### src/rtl/ts_bus_pkg.sv
// Shared types and helpers for the single-master bus arbiter.
package ts_bus_pkg;

  // Upper bound on the number of slave ports the arbiter can serve.
  localparam int MAX_SLAVES = 16;

  // Transfer state: idle, waiting for a slave ack, responding to the master.
  typedef enum logic [1:0] {
    IDLE = 2'd0,
    WAIT = 2'd1,
    RESP = 2'd2
  } state_t;

  // Index to one-hot over the full slave range; callers slice what they need.
  function automatic logic [MAX_SLAVES-1:0] idx_to_onehot(input logic [31:0] idx);
    logic [MAX_SLAVES-1:0] vec;
    vec = '0;
    for (int unsigned i = 0; i < MAX_SLAVES; i++) begin
      vec[i] = (idx == i);
    end
    return vec;
  endfunction

endpackage

### src/rtl/ts_addr_decode.sv
// Combinational slave-index decode from the upper address field.
module ts_addr_decode #(
  parameter int ADDR_W   = 8,
  parameter int SEL_LSB  = 6,
  parameter int N_SLAVES = 4
) (
  input  logic [ADDR_W-1:0]         addr_i,
  output logic [ADDR_W-SEL_LSB-1:0] idx_o,
  output logic                      hit_o
);

  // The index field is everything above SEL_LSB; a hit means a slave exists there.
  assign idx_o = addr_i[ADDR_W-1:SEL_LSB];
  assign hit_o = (32'(idx_o) < 32'(N_SLAVES));

endmodule

### src/rtl/ts_bus_arbiter.sv
// Single-master to N-slave bus bridge with address decode and ack timeout.
module ts_bus_arbiter
  import ts_bus_pkg::*;
#(
  parameter int N_SLAVES = 4,
  parameter int ADDR_W   = 8,
  parameter int DATA_W   = 8,
  parameter int SEL_LSB  = 6,
  parameter int TIMEOUT  = 8
) (
  input  logic                       clk,
  input  logic                       rst,
  input  logic                       m_req,
  input  logic                       m_we,
  input  logic [ADDR_W-1:0]          m_addr,
  input  logic [DATA_W-1:0]          m_wdata,
  output logic                       m_busy,
  output logic                       m_ack,
  output logic                       m_err,
  output logic [DATA_W-1:0]          m_rdata,
  output logic [N_SLAVES-1:0]        s_sel,
  output logic                       s_we,
  output logic [ADDR_W-1:0]          s_addr,
  output logic [DATA_W-1:0]          s_wdata,
  input  logic [N_SLAVES-1:0]        s_ack,
  input  logic [N_SLAVES*DATA_W-1:0] s_rdata
);

  localparam int IDX_W = ADDR_W - SEL_LSB;
  localparam int CNT_W = $clog2(TIMEOUT + 1);

  state_t              state_q, state_d;
  logic [CNT_W-1:0]    cnt_q, cnt_d;
  logic [N_SLAVES-1:0] s_sel_q, s_sel_d;
  logic                s_we_q, s_we_d;
  logic [ADDR_W-1:0]   s_addr_q, s_addr_d;
  logic [DATA_W-1:0]   s_wdata_q, s_wdata_d;
  logic                m_err_q, m_err_d;
  logic [DATA_W-1:0]   m_rdata_q, m_rdata_d;

  logic [IDX_W-1:0]      dec_idx;
  logic                  dec_hit;
  logic [MAX_SLAVES-1:0] sel_full;
  logic                  sel_full_unused;
  logic                  ack_hit;
  logic [DATA_W-1:0]     rd_mux;
  logic [N_SLAVES-1:0][DATA_W-1:0] rd_masked;

  ts_addr_decode #(
    .ADDR_W  (ADDR_W),
    .SEL_LSB (SEL_LSB),
    .N_SLAVES(N_SLAVES)
  ) u_decode (
    .addr_i(m_addr),
    .idx_o (dec_idx),
    .hit_o (dec_hit)
  );

  assign sel_full        = idx_to_onehot(32'(dec_idx));
  assign sel_full_unused = ^sel_full;

  // Only the currently selected slave may complete the transfer.
  assign ack_hit = |(s_sel_q & s_ack);

  // Mask each slave's read lane with its select so the OR below is a clean mux.
  generate
    for (genvar gi = 0; gi < N_SLAVES; gi++) begin : g_rd_lane
      assign rd_masked[gi] = s_sel_q[gi] ? s_rdata[gi*DATA_W +: DATA_W] : '0;
    end
  endgenerate

  // OR-reduce the masked lanes into the selected slave's read data.
  always_comb begin
    rd_mux = '0;
    for (int i = 0; i < N_SLAVES; i++) begin
      rd_mux = rd_mux | rd_masked[i];
    end
  end

  // Next-state logic for the transfer FSM and its datapath registers.
  always_comb begin
    state_d   = state_q;
    cnt_d     = cnt_q;
    s_sel_d   = s_sel_q;
    s_we_d    = s_we_q;
    s_addr_d  = s_addr_q;
    s_wdata_d = s_wdata_q;
    m_err_d   = m_err_q;
    m_rdata_d = m_rdata_q;
    case (state_q)
      IDLE: begin
        if (m_req) begin
          s_we_d    = m_we;
          s_addr_d  = m_addr;
          s_wdata_d = m_wdata;
          cnt_d     = '0;
          if (dec_hit) begin
            state_d = WAIT;
            s_sel_d = sel_full[N_SLAVES-1:0];
          end else begin
            state_d   = RESP;
            s_sel_d   = '0;
            m_err_d   = 1'b1;
            m_rdata_d = '0;
          end
        end
      end
      WAIT: begin
        // An ack in the final allowed cycle still beats the timeout.
        if (ack_hit) begin
          state_d   = RESP;
          s_sel_d   = '0;
          m_err_d   = 1'b0;
          m_rdata_d = s_we_q ? '0 : rd_mux;
        end else if (cnt_q == CNT_W'(TIMEOUT - 1)) begin
          state_d   = RESP;
          s_sel_d   = '0;
          m_err_d   = 1'b1;
          m_rdata_d = '0;
        end else begin
          cnt_d = cnt_q + 1'b1;
        end
      end
      RESP: begin
        state_d = IDLE;
      end
      default: begin
        state_d = IDLE;
        s_sel_d = '0;
      end
    endcase
  end

  // State and datapath registers with synchronous reset.
  always_ff @(posedge clk) begin
    if (rst) begin
      state_q   <= IDLE;
      cnt_q     <= '0;
      s_sel_q   <= '0;
      s_we_q    <= 1'b0;
      s_addr_q  <= '0;
      s_wdata_q <= '0;
      m_err_q   <= 1'b0;
      m_rdata_q <= '0;
    end else begin
      state_q   <= state_d;
      cnt_q     <= cnt_d;
      s_sel_q   <= s_sel_d;
      s_we_q    <= s_we_d;
      s_addr_q  <= s_addr_d;
      s_wdata_q <= s_wdata_d;
      m_err_q   <= m_err_d;
      m_rdata_q <= m_rdata_d;
    end
  end

  assign m_busy  = (state_q != IDLE);
  assign m_ack   = (state_q == RESP);
  assign m_err   = m_err_q;
  assign m_rdata = m_rdata_q;
  assign s_sel   = s_sel_q;
  assign s_we    = s_we_q;
  assign s_addr  = s_addr_q;
  assign s_wdata = s_wdata_q;

endmodule
### config.mk
export PLATFORM = sky130hd
export DESIGN_NAME = ts_bus_arbiter
export DESIGN_NICKNAME = d
export VERILOG_FILES = /design/src/rtl/ts_bus_pkg.sv /design/src/rtl/ts_addr_decode.sv /design/src/rtl/ts_bus_arbiter.sv
export SDC_FILE = /design/constraint.sdc
export NUM_CORES = 1
export LEC_CHECK = 0
export CORE_AREA = 10 10 86 69
export CTS_CLUSTER_SIZE = 20
export DETAILED_ROUTE_END_ITERATION = 6
export DIE_AREA = 0 0 96 79
export PLACE_DENSITY_LB_ADDON = 0.1
export SYNTH_ARGS = -nofsm -noshare
export SYNTH_HDL_FRONTEND = slang
export SYNTH_SLANG_ARGS = --single-unit
export TNS_END_PERCENT = 1
### constraint.sdc
create_clock -name clk -period 2.1 [get_ports clk]
set_input_delay 0.42 -clock clk [delete_from_list [all_inputs] [get_ports clk]]
set_output_delay 0.42 -clock clk [all_outputs]
set_load 0.1 [all_outputs]
**Run 1: signal wires on met1**

Bar = 20 um.
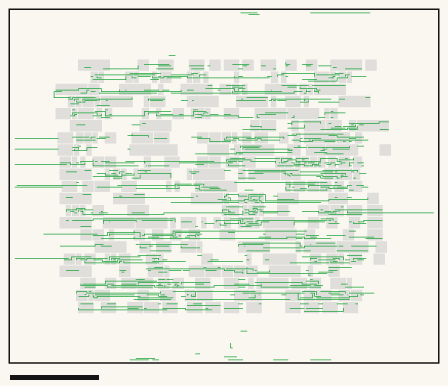
wire length on this layer = 2460 um
main direction = horizontal
longest straight run = 41.6 um
share of all routed wire = 45%
DR vias: 1719
Post-Route WL: 5.49 mm
M1 GR Usage: 18.7%

**Run 1: metal 2**

Bar = 20 um.
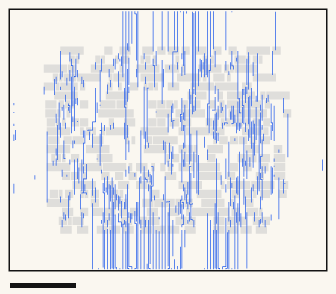
share of all routed wire = 47%
nets with wire on the layer = 281
met2 usage: 23.0%

**Run 1: M3 wires**

Bar = 20 um.
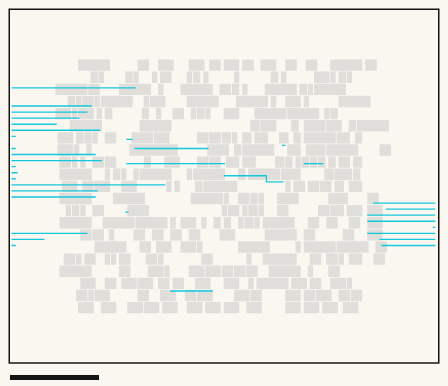
share of all routed wire = 7.4%
longest straight run = 34.3 um
GR Util met3: 6.02%

==> run_results.csv, run 1 <==
group,metric,value,unit
floorplan,dieWidth,96,um
job,cap_violations,0,
critical_path,r2r_slack,0.36,ns
final_layout,bufAreaShareNonClock,35.2,%
synth,fp_nets,252,
critical_path,worst-path-buf-inv,1,
sta,finalSetupTns,0,ns
critical_path,crit_chain,"clkdlybuf4s50_1 > a22o_1 > or4_1 > or3_1 > a21oi_2",
final_layout,nNonClkInverters,5,
synth,edf_count,0,
final_layout,buffers,98,
critical_path,cp.arrival,2.13,ns
final_layout,final_cells,344,
critical_path,crit_required,2.32,ns
final_layout,design_area,2620,um^2
final_layout,diodes,0,
synth,synth_dominant_cell_count,"nand2_1",
synth,syn_inst,195,
place,dp_cells,336,
synth,yosysTopAreaCell,"dfxtp_1",
sta,fmax,524,MHz
floorplan,core_area,4310,um^2
pwr,peakVddDrop,0.000461,V
hold_path,hold_start,"s_wdata[5]",
drt,wl_per_cell,16.0,um
sta,finalMaxSlewViolations,0,
critical_path,cpLargestDelayFamily,"simple AND/OR/NAND/NOR gates",
floorplan,fp.dieArea,7580,um^2
final_layout,comb_area,776,um^2
drt,first_iter_violations,55,
floorplan,fp_util,36.6,%
grt,antenna_found_initial,0,
critical_path,worstReg2RegStart,"cnt_q[0]",
place,dpl_cell_area,2510,um^2
grt,grt_start_max_net_pins,21,
grt,grt_pass1_vias,1756,
hold_path,min_path_type,"flop to flop",
clock_tree,cts_setup_buffers,0,
clock_tree,cts_tree,"done",
place,gp_congestion,0.742,
final_layout,clk_share,4.24,%
clock_tree,ctsHoldBuffers,0,
sta,setup_violations,0,
run_status,outcome,"finished, final reports clean",
sta,holdWs,0.455,ns
pwr,total_power,0.00191,W
-- run 1: layer usage --
metal	track usage, %	routed length, um	up-vias
met2	23.0	2590	37
li1	-	-	865
met5	0	0	-
met4	3.09	38	0
met1	18.7	2460	810
met3	6.02	406	7
-- run 1: cells by family after synthesis --
group / Yosys count / share of synthesized area, %
fa+ha+maj: 1 / 0.793
buf+inv: 19 / 5.31
simple gates: 80 / 23.0
mux: 1 / 0.634
flops: 36 / 45.7
compound gates: 58 / 24.6
-- run 1: layout by cell type (no fill, tap or decap), types with 2 or more instances in the layout --
master / netlist / routed
clkdlybuf4s50_1: 0 / 55
nand2_1: 45 / 45
buf_4: 3 / 39
dfxtp_1: 36 / 34
a22oi_1: 26 / 26
a21oi_1: 22 / 22
nor2_1: 12 / 12
inv_1: 5 / 5
nand3_1: 5 / 5
clkbuf_8: 0 / 5
buf_12: 0 / 4
nor3_1: 3 / 3
a22o_1: 2 / 2
nor2b_1: 3 / 2
o21ai_0: 2 / 2
o22ai_1: 2 / 2
or4_1: 2 / 2
dfxtp_2: 0 / 2
-- run 1: power breakdown --
part	total (W)	switching, W	internal, W	leakage (nW)
clock network	0.000594	0.000243	0.000351	0.0541
logic	0.000571	0.000363	0.000208	0.711
registers	0.000742	0.0000254	0.000717	0.294
-- run 1: how the worst max path moves through the flow --
stage	from	endpoint
finish	s_ack[2]	cnt_q[3]
global route	s_ack[0]	cnt_q[3]
CTS	s_ack[0]	cnt_q[3]
detailed placement	s_ack[0]	cnt_q[3]
global placement	s_ack[0]	cnt_q[3]
floorplan	s_sel[0]	m_rdata[7]
-- run 1: sequential cells by signal, indices dropped and copies added (netlist names) --
register / flops
s_sel: 4
cnt_q: 4
s_we: 1
s_wdata: 8
m_rdata: 8
m_err: 1
s_addr: 8
state_q: 2
--- run 2 (diff from run 1) ---
--- a/config.mk
+++ b/config.mk
@@ -9,7 +9,8 @@
 export CTS_CLUSTER_SIZE = 20
 export DETAILED_ROUTE_END_ITERATION = 6
 export DIE_AREA = 0 0 96 79
-export PLACE_DENSITY_LB_ADDON = 0.1
+export MAX_ROUTING_LAYER = met4
+export PLACE_DENSITY_LB_ADDON = 0.3
 export SYNTH_ARGS = -nofsm -noshare
 export SYNTH_HDL_FRONTEND = slang
 export SYNTH_SLANG_ARGS = --single-unit
==> run_results.csv, run 2 <==
group,metric,value,unit
run_status,outcome,"finished, final reports clean",
pwr,power_leakage,1.05,nW
critical_path,worst-path-buf-inv,1,
final_layout,fillers,413,
final_layout,final_common_cell,"clkdlybuf4s50_1",
synth,syn_area,1580,um^2
hold_path,min_path_type,"flop to flop",
drt,wl,5.47,mm
sta,tightest_slew,0.599,ns
grt,use_met2,23.6,%
sta,clock_skew,0.00404,ns
final_layout,nNetsFinal,342,
drt,first_iter_violations,76,
clock_tree,clockBufferDepth,2,
drt,ant_nets,0,
sta,fmax,528,MHz
sta,timing.final.ws_setup,0.206,ns
final_layout,regArea,723,um^2
critical_path,cp.arrival,2.12,ns
critical_path,crit_chain,"clkdlybuf4s50_1 > a22o_1 > or4_1 > or3_1 > a21oi_2",
place,gp_congestion,0.809,
grt,grt_start_max_net_pins,22,
clock_tree,cts_resized,0,
sta,period_needed,1.89,ns
clock_tree,ctsHoldBuffers,0,
synth,edf_count,0,
final_layout,layout-drive-gt1-share,20.4,%
drt,firstDrtPassIters,5,
drt,met2WireLength,2.69,mm
clock_tree,cts_setup_buffers,0,
final_layout,final_cells,342,
grt,grt_use_met1,19.0,%
place,dp_cells,335,
floorplan,core_area,4310,um^2
grt,grt_pass1_vias,1774,
floorplan,fp.dieArea,7580,um^2
synth,ys.flops,36,
pwr,p_per_area,704,nW/um^2
critical_path,cpLargestDelayFamily,"simple AND/OR/NAND/NOR gates",
synth,syn_avg_cell_area,8.09,um^2
clock_tree,htree_levels,2,
critical_path,worstReg2RegStart,"cnt_q[0]",
critical_path,reg2regPathDepth,5,
final_layout,lay_top_cells,"55 x clkdlybuf4s50_1, 45 x nand2_1, 38 x buf_4, 34 x dfxtp_1, 26 x a22oi_1",
sta,final_hold_viol_count,0,
synth,fp_nets,252,
synth,synth_dominant_cell_count,"nand2_1",
critical_path,crit_type,"input port to flop",
drt,routed_via_density,5.07,
synth,yosysChipArea,1580,um^2
critical_path,crit_required,2.32,ns
sta,min_period_over_period,90.2,%
place,dp_slack,-0.0873,ns
sta,maxSlewHeadroom,60.0,%
grt,antenna_found_initial,0,
job,cap_violations,0,
place,dpl_cell_area,2500,um^2
critical_path,critical_path_peak_fanout,3,
synth,yosysTopAreaCell,"dfxtp_1",
sta,setup_violations,0,
final_layout,comb_area,776,um^2
synth,synthTopCellsByCount,"45 x nand2_1, 36 x dfxtp_1, 26 x a22oi_1",
sta,holdWs,0.456,ns
synth,ys_top_cells_by_area,"dfxtp_1 46%, a22oi_1 12%, nand2_1 11%",
sta,grt_setup_unrepaired,"false",
drt,met1Wirelength,2.52,mm
hold_path,hold_start,"s_addr[3]",
drt,drc,0,
synth,yosysWarnings,0,
pwr,total_power,0.00183,W
synth,syn_inst,195,
clock_tree,cts_tree,"done",
clock_tree,clock_latency,0.28,ns
floorplan,fp_util,36.6,%
critical_path,crit_start,"s_ack[0]",
drt,dr.max_layer_used,"met4",
pwr,peakVddDrop,0.000391,V
drt,vias,1735,
sta,finalMaxSlewViolations,0,
synth,synth_cell_type_count,32,
drt,wl_met3,206,um
final_layout,design_area,2600,um^2
final_layout,diodes,0,
floorplan,num_rows,21,
clock_tree,clkTransAtPathRegs,0.07,ns
run 2: netlist changes by cell type in the layout (fill, tap and decap cells not counted):
cell / before / now
buf_4: 39 / 38
bufinv_16: 1 / 0
clkbuf_8: 5 / 7
clkinv_2: 1 / 0
clkinvlp_4: 1 / 0
run 2: final cells by class:
type                            count  area share [%]
Clock buffer                        7            3.70
Inverter                            5           0.722
Multi-Input combinational cell    140            29.8
Sequential cell                    36            27.8
Tap cell                           57            2.74
Timing Repair Buffer               97            35.2
run 2: worst paths after layout:
kind / end / slack [ns]
worst max-delay path: cnt_q[3] / 0.21
worst min-delay path: s_addr[3] / 0.46
worst max register to register: cnt_q[0] / 0.35
worst min register to register: s_addr[3] / 0.46
run 2: per-stage QoR:
step                TNS (ns)  utilization (%)
floorplan             -0.184                -
global placement     -0.0757             58.1
detailed placement   -0.0873             58.1
CTS                        0             60.4
global route               0             60.4
finish                     0             60.4
run 2: logic make-up (layout without fill, tap and decap cells):
| group | count (synthesis) | count (layout) | synth area share, % |
|---|---|---|---|
| and+or+nand+nor | 80 | 80 | 23.0 |
| AOI/OAI and AO/OA | 58 | 58 | 24.6 |
| DFF | 36 | 36 | 45.7 |
| buffers and inverters | 19 | 109 | 5.31 |
| adders and majority gates | 1 | 1 | 0.793 |
| muxes | 1 | 1 | 0.634 |
run 2: worst min-delay path, stage by stage, from the launching register on:
cell     delay, ns
dfxtp_1       0.31
nand2_1       0.05
a21oi_1       0.05
run 2: report_power, final:
group          leakage [nW]  switching [W]  internal [W]  total (W)
combinational         0.706       0.000362      0.000206   0.000567
sequential            0.294      0.0000264      0.000717   0.000743
clock                0.0503       0.000229      0.000292   0.000521
total                  1.05       0.000617       0.00121    0.00183
**Run 2: routing congestion map**

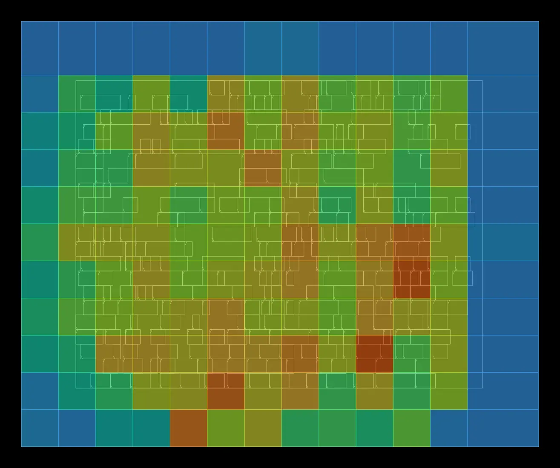
final core occ: 60.4%
GR Util met3: 4.14%
GR peak layer: met2
GRT Util Overall: 15.3%
DR WL/cell: 16.0 um

**Run 2: ports around the boundary**

Bar = 20 um. Pins as bars across the die edge, other pins in gray.
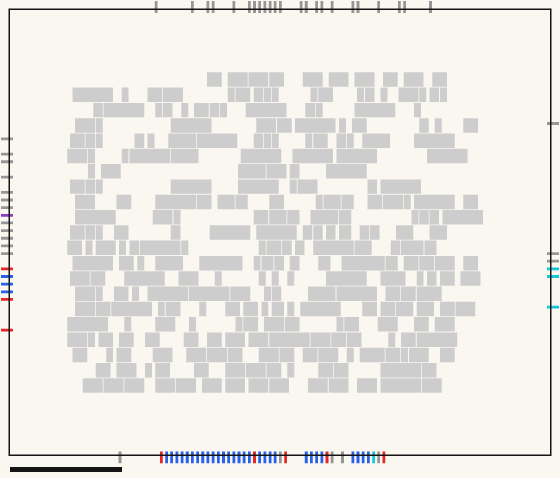
`rst` -> purple  # pins 1, direction input, edge west
`s_rdata` -> blue  # pins 32, direction input, edge 29 south, 3 west
`m_rdata` -> red  # pins 8, direction output, edge 5 south, 3 west
`s_ack` -> cyan  # pins 4, direction input, edge 3 east, 1 south
all pins by edge = 40 south, 23 north, 19 west, 6 east
Port Buffers: 87
Die Y: 79 um
chip width: 96 um

**Run 2: metal 2**

Bar = 20 um.
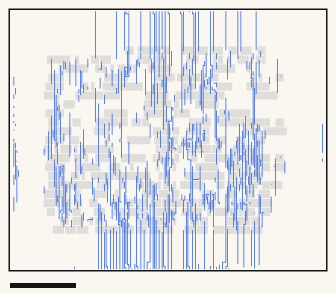
share of all routed wire = 49%
wire length on this layer = 2690 um
main direction = vertical

--- run 3 (diff from run 2) ---
--- a/config.mk
+++ b/config.mk
@@ -9,9 +9,11 @@
 export CTS_CLUSTER_SIZE = 20
 export DETAILED_ROUTE_END_ITERATION = 6
 export DIE_AREA = 0 0 96 79
+export HOLD_SLACK_MARGIN = 0.02
 export MAX_ROUTING_LAYER = met4
 export PLACE_DENSITY_LB_ADDON = 0.3
+export SLEW_MARGIN = 30
 export SYNTH_ARGS = -nofsm -noshare
 export SYNTH_HDL_FRONTEND = slang
 export SYNTH_SLANG_ARGS = --single-unit
-export TNS_END_PERCENT = 1
+export TNS_END_PERCENT = 50
==> run_results.csv, run 3 <==
group,metric,value,unit
critical_path,cp.arrival,2.13,ns
pwr,net-switching-power,0.000611,W
grt,grt_start_max_net_pins,19,
grt,grt_pass1_vias,1673,
floorplan,num_rows,21,
floorplan,die-height,79,um
sta,min_period_over_period,91.6,%
sta,fmax,520,MHz
final_layout,layout-drive-gt1-share,20.8,%
synth,top_logic_kind,"AND-OR/OR-AND gates",
synth,yosysWarnings,0,
final_layout,logic_gates,140,
clock_tree,cts_setup_buffers,0,
pwr,peakVddDrop,0.000499,V
critical_path,cpLargestDelayFamily,"simple AND/OR/NAND/NOR gates",
sta,setup_violations,0,
drt,drc,0,
sta,tightest_slew,0.629,ns
pwr,pwr-share-seq,41.2,%
synth,synthTopCellsByCount,"45 x nand2_1, 36 x dfxtp_1, 26 x a22oi_1",
floorplan,fp_util,36.6,%
drt,wl_per_cell,15.3,um
final_layout,buffers,99,
final_layout,diodes,0,
final_layout,flop-count,36,
pwr,internal-power,0.00119,W
sta,maxSlewHeadroom,58.0,%
clock_tree,clock_latency,0.27,ns
final_layout,comb_area,776,um^2
run_status,outcome,"finished, final reports clean",
synth,synth_cell_type_count,32,
drt,ant_nets,0,
final_layout,nNonClkInverters,5,
final_layout,design_area,2600,um^2
synth,fp_nets,252,
pwr,power_switching_share,33.9,%
place,gp_congestion,0.849,
sta,timing.final.ws_setup,0.176,ns
synth,edf_count,0,
floorplan,fp.dieArea,7580,um^2
clock_tree,clockBufferDepth,2,
drt,routed_via_density,4.96,
final_layout,fillers,413,
synth,ys.flops,36,
synth,syn_inst,195,
final_layout,regArea,724,um^2
sta,grt_setup_unrepaired,"false",
floorplan,dieWidth,96,um
sta,clock_skew,0.00479,ns
pwr,pwr-share-comb,31.5,%
job,cap_violations,0,
sta,finalMaxSlewViolations,0,
final_layout,lay_top_cells,"55 x clkdlybuf4s50_1, 45 x nand2_1, 41 x buf_4, 33 x dfxtp_1, 26 x a22oi_1",
synth,yosysChipArea,1580,um^2
critical_path,crit_type,"input port to flop",
grt,grtUsageTotal,14.2,%
final_layout,final_common_cell,"clkdlybuf4s50_1",
synth,syn_area,1580,um^2
synth,ys_sh_simple,23.0,%
drt,first_iter_violations,93,
final_layout,seqAreaFraction,27.9,%
==> run 3: cell counts after synthesis <==
No cell type changed its count.
==> run 3: per-stage QoR <==
step,hold slack [ns],power (W),utilization (%),setup TNS (ns)
after floorplan,0.465,0.00111,-,-0.0241
final,0.455,0.00180,60.3,0
after global routing,0.473,0.00189,60.3,0
after global placement,0.442,0.00132,58.2,-0.0603
after detailed placement,0.447,0.00133,58.2,-0.0846
after CTS,0.457,0.00182,60.3,0
==> run 3: worst paths after layout <==
kind | start | endpoint | cells past startpoint | slack (ns)
worst max-delay path | s_ack[0] | cnt_q[3] | 5 | 0.18
worst min-delay path | s_addr[2] | s_addr[2] | 2 | 0.45
worst max register to register | cnt_q[0] | cnt_q[0] | 5 | 0.35
worst min register to register | s_addr[2] | s_addr[2] | 2 | 0.45
==> run 3: worst register-to-register path: cells and delay by family, from the launching register on <==
kind / cells / cell delay [ns]
AOI/OAI and AO/OA: 1 / 0.14
adders and majority gates: 1 / 0.21
and+or+nand+nor: 3 / 1.00
DFF: 1 / 0.34
==> run 3: power groups by stage <==
stage | Clock [W] | Combinational (W) | Sequential [W]
2_1_floorplan | 0 | 0.000153 | 0.000955
3_3_place_gp | 0 | 0.000567 | 0.000757
3_5_place_dp | 0 | 0.000569 | 0.000758
4_1_cts | 0.000508 | 0.000571 | 0.000742
5_1_grt | 0.000537 | 0.000601 | 0.000747
6_report | 0.000492 | 0.000567 | 0.000742
==> run 3: metal layers <==
metal | up-vias | GRT usage (%) | part of all wire (%) | routed length (um)
met3 | 2 | 4.23 | 6.0 | 318
met1 | 795 | 17.9 | 45 | 2400
met2 | 47 | 22.2 | 48 | 2550
li1 | 867 | - | - | -
met5 | - | - | 0 | 0
met4 | 0 | 2.21 | 0.45 | 24
**Run 3: M3 wires**

Bar = 20 um.
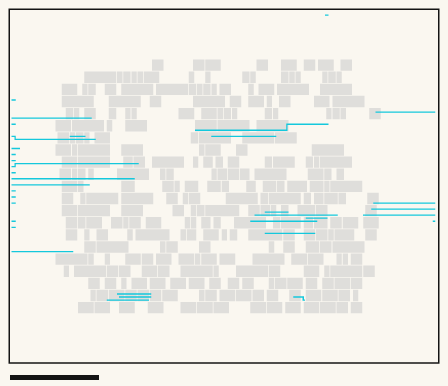
share of all routed wire = 6.0%
main direction = horizontal
nets with wire on the layer = 34
wire length on this layer = 319 um
longest straight run = 27.6 um
GR Util met3: 4.23%
DR vias: 1711
Post-Route WL: 5.30 mm

**Run 3: metal 2**

Bar = 20 um.
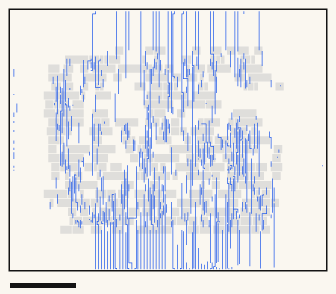
nets with wire on the layer = 274
main direction = vertical
longest straight run = 36.0 um
wire length on this layer = 2550 um
share of all routed wire = 48%
met2 usage: 22.2%

**Run 3: ports around the boundary**

Bar = 20 um. Pins as bars across the die edge, other pins in gray.
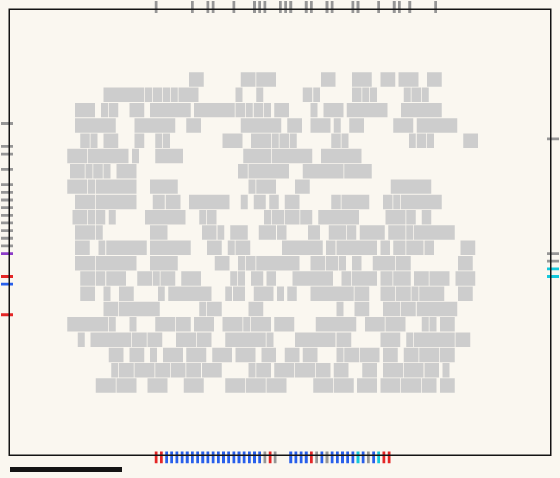
`s_ack` -> cyan  # pins 4, direction input, edge 2 east, 2 south
`s_rdata` -> blue  # pins 32, direction input, edge 31 south, 1 west
`m_rdata` -> red  # pins 8, direction output, edge 6 south, 2 west
`rst` -> purple  # pins 1, direction input, edge west
all pins by edge = 44 south, 22 north, 17 west, 5 east

Power figures rest on the tool's default switching activity, not on a simulated workload.
